$ cat config.mk
export PLATFORM = sky130hd
export DESIGN_NAME = sr_flag_arbiter
export DESIGN_NICKNAME = d
export VERILOG_FILES = /design/src/rtl/sr_flag_pkg.sv /design/src/rtl/rr_arbiter.sv /design/src/rtl/sr_flag_arbiter.sv
export SDC_FILE = /design/constraint.sdc
export NUM_CORES = 1
export LEC_CHECK = 0
export ABC_AREA = 1
export CAP_MARGIN = 20
export CORE_ASPECT_RATIO = 0.7
export CORE_MARGIN = 1
export CORE_UTILIZATION = 49
export CTS_CLUSTER_DIAMETER = 100
export DETAILED_ROUTE_END_ITERATION = 16
export GPL_ROUTABILITY_DRIVEN = 0
export PLACE_DENSITY = 0.95
export SETUP_SLACK_MARGIN = 0.05
export SLEW_MARGIN = 20
export SYNTH_ARGS = -nofsm -noshare
export SYNTH_HDL_FRONTEND = slang
export SYNTH_SLANG_ARGS = --single-unit
$ cat constraint.sdc
create_clock -name clk -period 9.5 [get_ports clk]
set_clock_uncertainty 0.2 [all_clocks]
set_input_delay 2.85 -clock clk [delete_from_list [all_inputs] [get_ports clk]]
set_output_delay 2.85 -clock clk [all_outputs]
set_load 0.01 [all_outputs]
$ cat src/rtl/sr_flag_pkg.sv
// rtl/sr_flag_pkg.sv - shared types, limits and SR decode for the flag arbiter
package sr_flag_pkg;

  localparam int CONFLICT_W = 8;
  localparam logic [CONFLICT_W-1:0] CONFLICT_MAX = 8'd255;

  typedef enum logic [1:0] {HOLD, SET, CLR, BOTH} flag_op_t;

  function automatic flag_op_t decode_op(input logic s, input logic c);
    case ({s, c})
      2'b10:   return SET;
      2'b01:   return CLR;
      2'b11:   return BOTH;
      default: return HOLD;
    endcase
  endfunction

endpackage

$ cat src/rtl/rr_arbiter.sv
// rtl/rr_arbiter.sv - combinational round-robin pick starting after last
module rr_arbiter #(
  parameter int N  = 4,
  parameter int IW = $clog2(N)
) (
  input  logic [N-1:0]  eligible,
  input  logic [IW-1:0] last,
  output logic [N-1:0]  winner,
  output logic [IW-1:0] winner_idx
);

  logic          found;
  logic [IW-1:0] idx;

  always_comb begin
    winner     = '0;
    winner_idx = '0;
    found      = 1'b0;
    idx        = '0;
    // Walk last+1 .. last+N; offset N wraps back to last itself.
    for (int k = 1; k <= N; k++) begin
      idx = IW'((int'(last) + k) % N);
      if (!found && eligible[idx]) begin
        found       = 1'b1;
        winner[idx] = 1'b1;
        winner_idx  = idx;
      end
    end
  end

endmodule

$ cat src/rtl/sr_flag_arbiter.sv
// rtl/sr_flag_arbiter.sv - round-robin SR flag bank; SR_FLAG_TOGGLE_EN makes S=R=1 toggle
module sr_flag_arbiter
  import sr_flag_pkg::*;
#(
  parameter int NREQ  = 4,
  parameter int NFLAG = 8
) (
  input  logic                  clk,
  input  logic                  rst,
  input  logic [NREQ-1:0]       req,
  input  logic [NREQ*NFLAG-1:0] set_mask,
  input  logic [NREQ*NFLAG-1:0] clr_mask,
  output logic [NREQ-1:0]       gnt,
  output logic [NFLAG-1:0]      flags,
  output logic [NFLAG-1:0]      flags_n,
  output logic [CONFLICT_W-1:0] conflict_cnt
);

  localparam int IW = $clog2(NREQ);

  logic [IW-1:0]    last;
  logic [NREQ-1:0]  eligible;
  logic [NREQ-1:0]  winner;
  logic [IW-1:0]    winner_idx;
  logic             any_win;
  logic [NFLAG-1:0] win_set;
  logic [NFLAG-1:0] win_clr;
  logic [NFLAG-1:0] next_q;
  logic             any_both;

  // A requester still showing its grant is skipped while it drops req.
  assign eligible = req & ~gnt;

  rr_arbiter #(.N(NREQ), .IW(IW)) u_arb (
    .eligible   (eligible),
    .last       (last),
    .winner     (winner),
    .winner_idx (winner_idx)
  );

  assign any_win  = |winner;
  assign win_set  = set_mask[winner_idx*NFLAG +: NFLAG];
  assign win_clr  = clr_mask[winner_idx*NFLAG +: NFLAG];
  assign any_both = |(win_set & win_clr);

  for (genvar b = 0; b < NFLAG; b++) begin : g_bit
    logic q_nxt;
    always_comb begin
      q_nxt = flags[b];
      case (decode_op(win_set[b], win_clr[b]))
        SET:  q_nxt = 1'b1;
        CLR:  q_nxt = 1'b0;
`ifdef SR_FLAG_TOGGLE_EN
        BOTH: q_nxt = ~flags[b];
`else
        BOTH: q_nxt = flags[b];
`endif
        HOLD: q_nxt = flags[b];
      endcase
    end
    assign next_q[b] = q_nxt;
  end

  always_ff @(posedge clk) begin
    if (rst) begin
      gnt          <= '0;
      flags        <= '0;
      flags_n      <= '1;
      conflict_cnt <= '0;
      last         <= IW'(NREQ - 1);
    end else begin
      gnt <= winner;
      if (any_win) begin
        last    <= winner_idx;
        flags   <= next_q;
        flags_n <= ~next_q;
        if (any_both && conflict_cnt != CONFLICT_MAX)
          conflict_cnt <= conflict_cnt + 8'd1;
      end
    end
  end

endmodule

Cell placement:
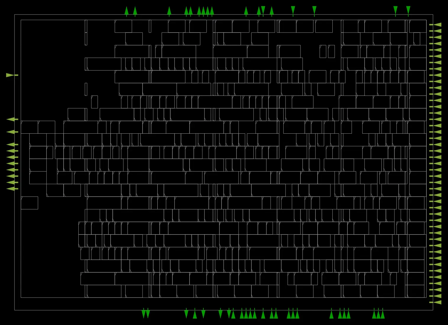
Rows: 22
Filler cells: 376
CORE AREA: 5230 um2

Gate-type map:
Scale bar: 20 um.
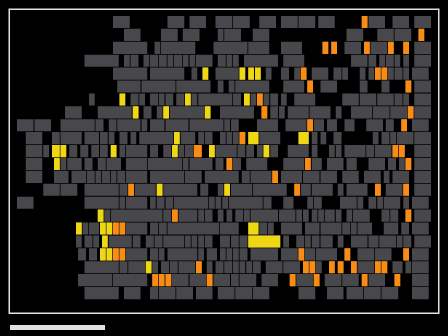
legend:
  yellow:
    family: nor cells
    cells: 32
    most_used: nor2_1
  orange:
    family: inv cells
    cells: 54
    most_used: inv_1

Cell classes on the final placement:
Scale bar: 20 um. Fill, decap, tap and diode cells in gray.
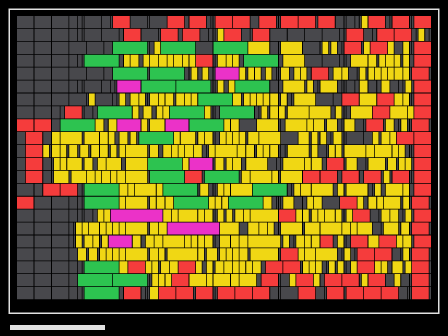
legend:
  green:
    class: sequential cells
    cells: 30
    share_of_their_area: 16%
  magenta:
    class: clock drivers and dummy loads
    cells: 8
    share_of_their_area: 3.9%
  yellow:
    class: remaining logic cells
    cells: 353
    share_of_their_area: 53%
  red:
    class: remaining buffers and delay cells
    cells: 98
    share_of_their_area: 27%
final std cell area, no fill: 3770 um2
sequential share of cell area: 15.9%
post-layout util: 72.1%

Met4 routing:
Scale bar: 20 um.
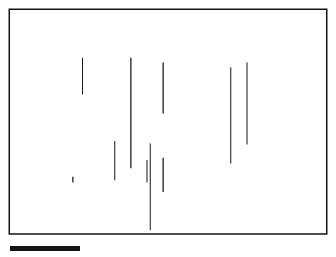
nets with wire on the layer: 10
longest straight run: 31.3 um
share of all routed wire: 2.0%
routed wire length: 8.09 mm
via count: 3030

Metal layers overlaid:
Scale bar: 20 um.
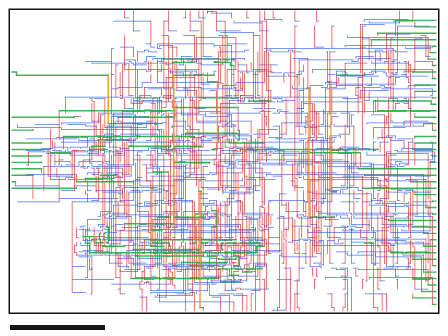
legend:
  blue:
    layer: M1
    wire_length: 3460 um
  green:
    layer: M3
    wire_length: 810 um
  orange:
    layer: M4
    wire_length: 158 um
  red:
    layer: M2
    wire_length: 3670 um
Tot GR Track Use: 27.8%
routed len/inst: 14.4 um

==> impl_metrics.json <==
{
  "drt_iter0_drc": 281,
  "wl_met1_mm": 3.46,
  "r2r_slack_ns": 4.34,
  "log.warning_count": 41,
  "slowest_stage": "a32oi_1",
  "grt_setup_unrepaired": "false",
  "dieWidth_um": 90.2,
  "clkLatencyLatePin_ns": 0.29,
  "fin_hold_ws_ns": 0.265,
  "drive_above_1_share_pct": 11.2,
  "ys_area_um2": 2670,
  "fin_tns_setup_ns": 0,
  "rr_worst_depth": 18,
  "crit_path_start_kind": "input pin",
  "cp_max_fo": 56,
  "dieArea_um2": 5750,
  "numSynthFlops": 30,
  "synth_cell_type_count": 32,
  "finalHoldViolCount": 0,
  "crit_type": "in -> reg",
  "worst_r2r_startpoint": "last[1]$_SDFFE_PP1P_",
  "io_pins": 98,
  "relSlewSlack_pct": 44.4,
  "hold-path-cell-count": 2,
  "worstPathRequired_ns": 9.44,
  "h-tree-depth": 2,
  "ctsRootBufferMaster": "clkbuf_8",
  "cap_violations": 0,
  "ys_cells": 397,
  "worst-path-buf-inv": 2,
  "crit_chain": "clkdlybuf4s50_1 > nand3_1 > nand2_1 > nand2_1 > nand2_1 > nor3b_4 > nand2_1 > o21ai_4 > buf_4 > o21ai_0 > mux2i_1 > ha_1 > nor4_1 > a32oi_1 > nand2_1 > nand2_1 > a21oi_1",
  "slew_viol_final": 0,
  "drc": 0,
  "nets": 583,
  "grt_max_degree": 57,
  "yosys_warnings": 0,
  "post_cts_resized": 0,
  "cts_buffers": 5,
  "portBuffers": 97,
  "fp-utilization_pct": 51.0,
  "cts_tree": "done",
  "lay_top_count": "nand2_1",
  "postRouteAntennaNets": 0,
  "cpMostUsedCell": "nand2_1",
  "postCtsHoldBufs": 0,
  "first_pass_iters": 5,
  "clock_sinks": 30,
  "most-common-layout-cells": "104 x nand2_1, 97 x clkdlybuf4s50_1, 43 x inv_1, 39 x nand3_1",
  "route.met2.wl_mm": 3.67,
  "postSynthSeqShare_pct": 22.5,
  "status": "finished, final reports clean",
  "min_path_type": "reg -> reg",
  "worstPathArrival_ns": 6.86,
  "grt_antenna_before_repair": 0,
  "r2r_end": "conflict_cnt[7]$_SDFFE_PP0P_",
  "route.met3.wl_um": 809,
  "top_layer_used": "met4",
  "post-cts-setup-buffer-count": 0,
  "overflow": 0,
  "setup_viol": 0,
  "antenna_cells": 0,
  "synth_area_um2": 2670,
  "crit_family": "simple AND/OR/NAND/NOR gates",
  "synth_nets": 492,
  "cts_buffer_depth": 2,
  "holdPathEnd": "flags_n[3]$_SDFFE_PP1P_",
  "clkTransAtPathRegs_ns": 0.07,
  "max_freq_mhz": 144,
  "fin_crit_sh_pct": 72.9,
  "layout_min_cycle_time_ns": 6.93,
  "syn_inst": 397,
  "crit_path_max_incr_delay_ns": 0.62,
  "dp_hpwl_mm": 5.85,
  "vias_per_cell": 5.40,
  "die_height_um": 63.7,
  "hold_path_startpoint": "flags_n[3]$_SDFFE_PP1P_",
  "first_global_vias": 2874,
  "worstMarginPinSlew_ns": 0.834,
  "grt_pass1_wl_mm": 12.9,
  "end_kind": "flip-flop",
  "synthToLayoutAreaGrowth_pct": 41.4,
  "avgSynthCellArea_um2": 6.72
}
-- flip-flops by register name, summed over array words and instances (netlist names) --
register,count
conflict_cnt,8
flags,8
flags_n,8
gnt,4
last,2
-- how the worst max path moves through the flow --
| stage | startpoint | end | slack, ns | depth (start not counted) |
|---|---|---|---|---|
| floorplan | req[2] | conflict_cnt[1]$_SDFFE_PP0P_ | 3.90 | 16 |
| global placement | req[1] | conflict_cnt[6]$_SDFFE_PP0P_ | 2.73 | 17 |
| detailed placement | req[1] | conflict_cnt[6]$_SDFFE_PP0P_ | 2.45 | 17 |
| CTS | req[1] | conflict_cnt[7]$_SDFFE_PP0P_ | 2.72 | 17 |
| global route | req[3] | conflict_cnt[1]$_SDFFE_PP0P_ | 2.29 | 17 |
| finish | req[3] | conflict_cnt[7]$_SDFFE_PP0P_ | 2.57 | 17 |
-- cells in the mapped netlist --
library cell,number,area [um2]
o211ai_2,8,100
buf_6,5,56.3
nor4_1,2,12.5
a21oi_1,18,90.1
nand3_1,39,195
buf_4,3,22.5
inv_2,10,37.5
buf_2,1,5.00
o21ai_1,3,15.0
nor3_1,1,5.00
mux2i_1,8,80.1
o21ai_0,30,150
inv_1,43,161
nand3_2,3,30.0
xor2_1,4,35.0
nand2_4,2,22.5
nand2_2,14,87.6
clkbuf_1,3,11.3
nand3_4,1,17.5
a21oi_4,1,16.3
a32oi_1,1,8.76
buf_8,1,15.0
nor2_2,1,6.26
nand2_1,104,390
clkbuf_2,1,5.00
xnor2_1,2,17.5
clkinv_2,1,5.00
dfxtp_1,30,601
ha_1,25,313
o21ai_2,4,35.0
nor3b_4,1,18.8
nor2_1,27,101
-- metal layers --
layer	GRT usage, %	vias up
met5	0	-
met4	7.46	0
met3	5.00	23
met2	48.6	195
met1	35.4	1359
li1	-	1453
-- per-stage QoR --
| step | cell area (um2) | util (%) | std cells | worst slack (ns) |
|---|---|---|---|---|
| 6_report | 3770 | 72.1 | 561 | 2.57 |
| 3_3_place_gp | 3630 | 69.4 | 553 | 2.73 |
| 3_5_place_dp | 3630 | 69.4 | 553 | 2.45 |
| 4_1_cts | 3770 | 72.1 | 561 | 2.72 |
| 5_1_grt | 3770 | 72.1 | 561 | 2.29 |
| 2_1_floorplan | 2670 | - | 397 | 3.90 |
-- logic make-up (layout without fill, tap and decap cells) --
family / after synthesis / count (layout) / share of synthesized area, %
buffers and inverters: 68 / 160 / 12.0
AOI/OAI and AO/OA: 65 / 65 / 15.6
muxes: 8 / 8 / 3.00
DFF: 30 / 30 / 22.5
and+or+nand+nor: 195 / 195 / 33.3
adders and majority gates: 25 / 25 / 11.7
xor gates and xnor gates: 6 / 6 / 1.97
-- area by class of cell --
class | instances | area (um2) | share of cell area, %
inverter | 54 | 204 | 5.41
multi-input combinational | 299 | 1760 | 46.5
clock buffer | 6 | 82.6 | 2.19
timing repair buffer | 98 | 978 | 25.9
tap | 72 | 90.1 | 2.39
clock inverter | 2 | 60.1 | 1.59
sequential | 30 | 601 | 15.9
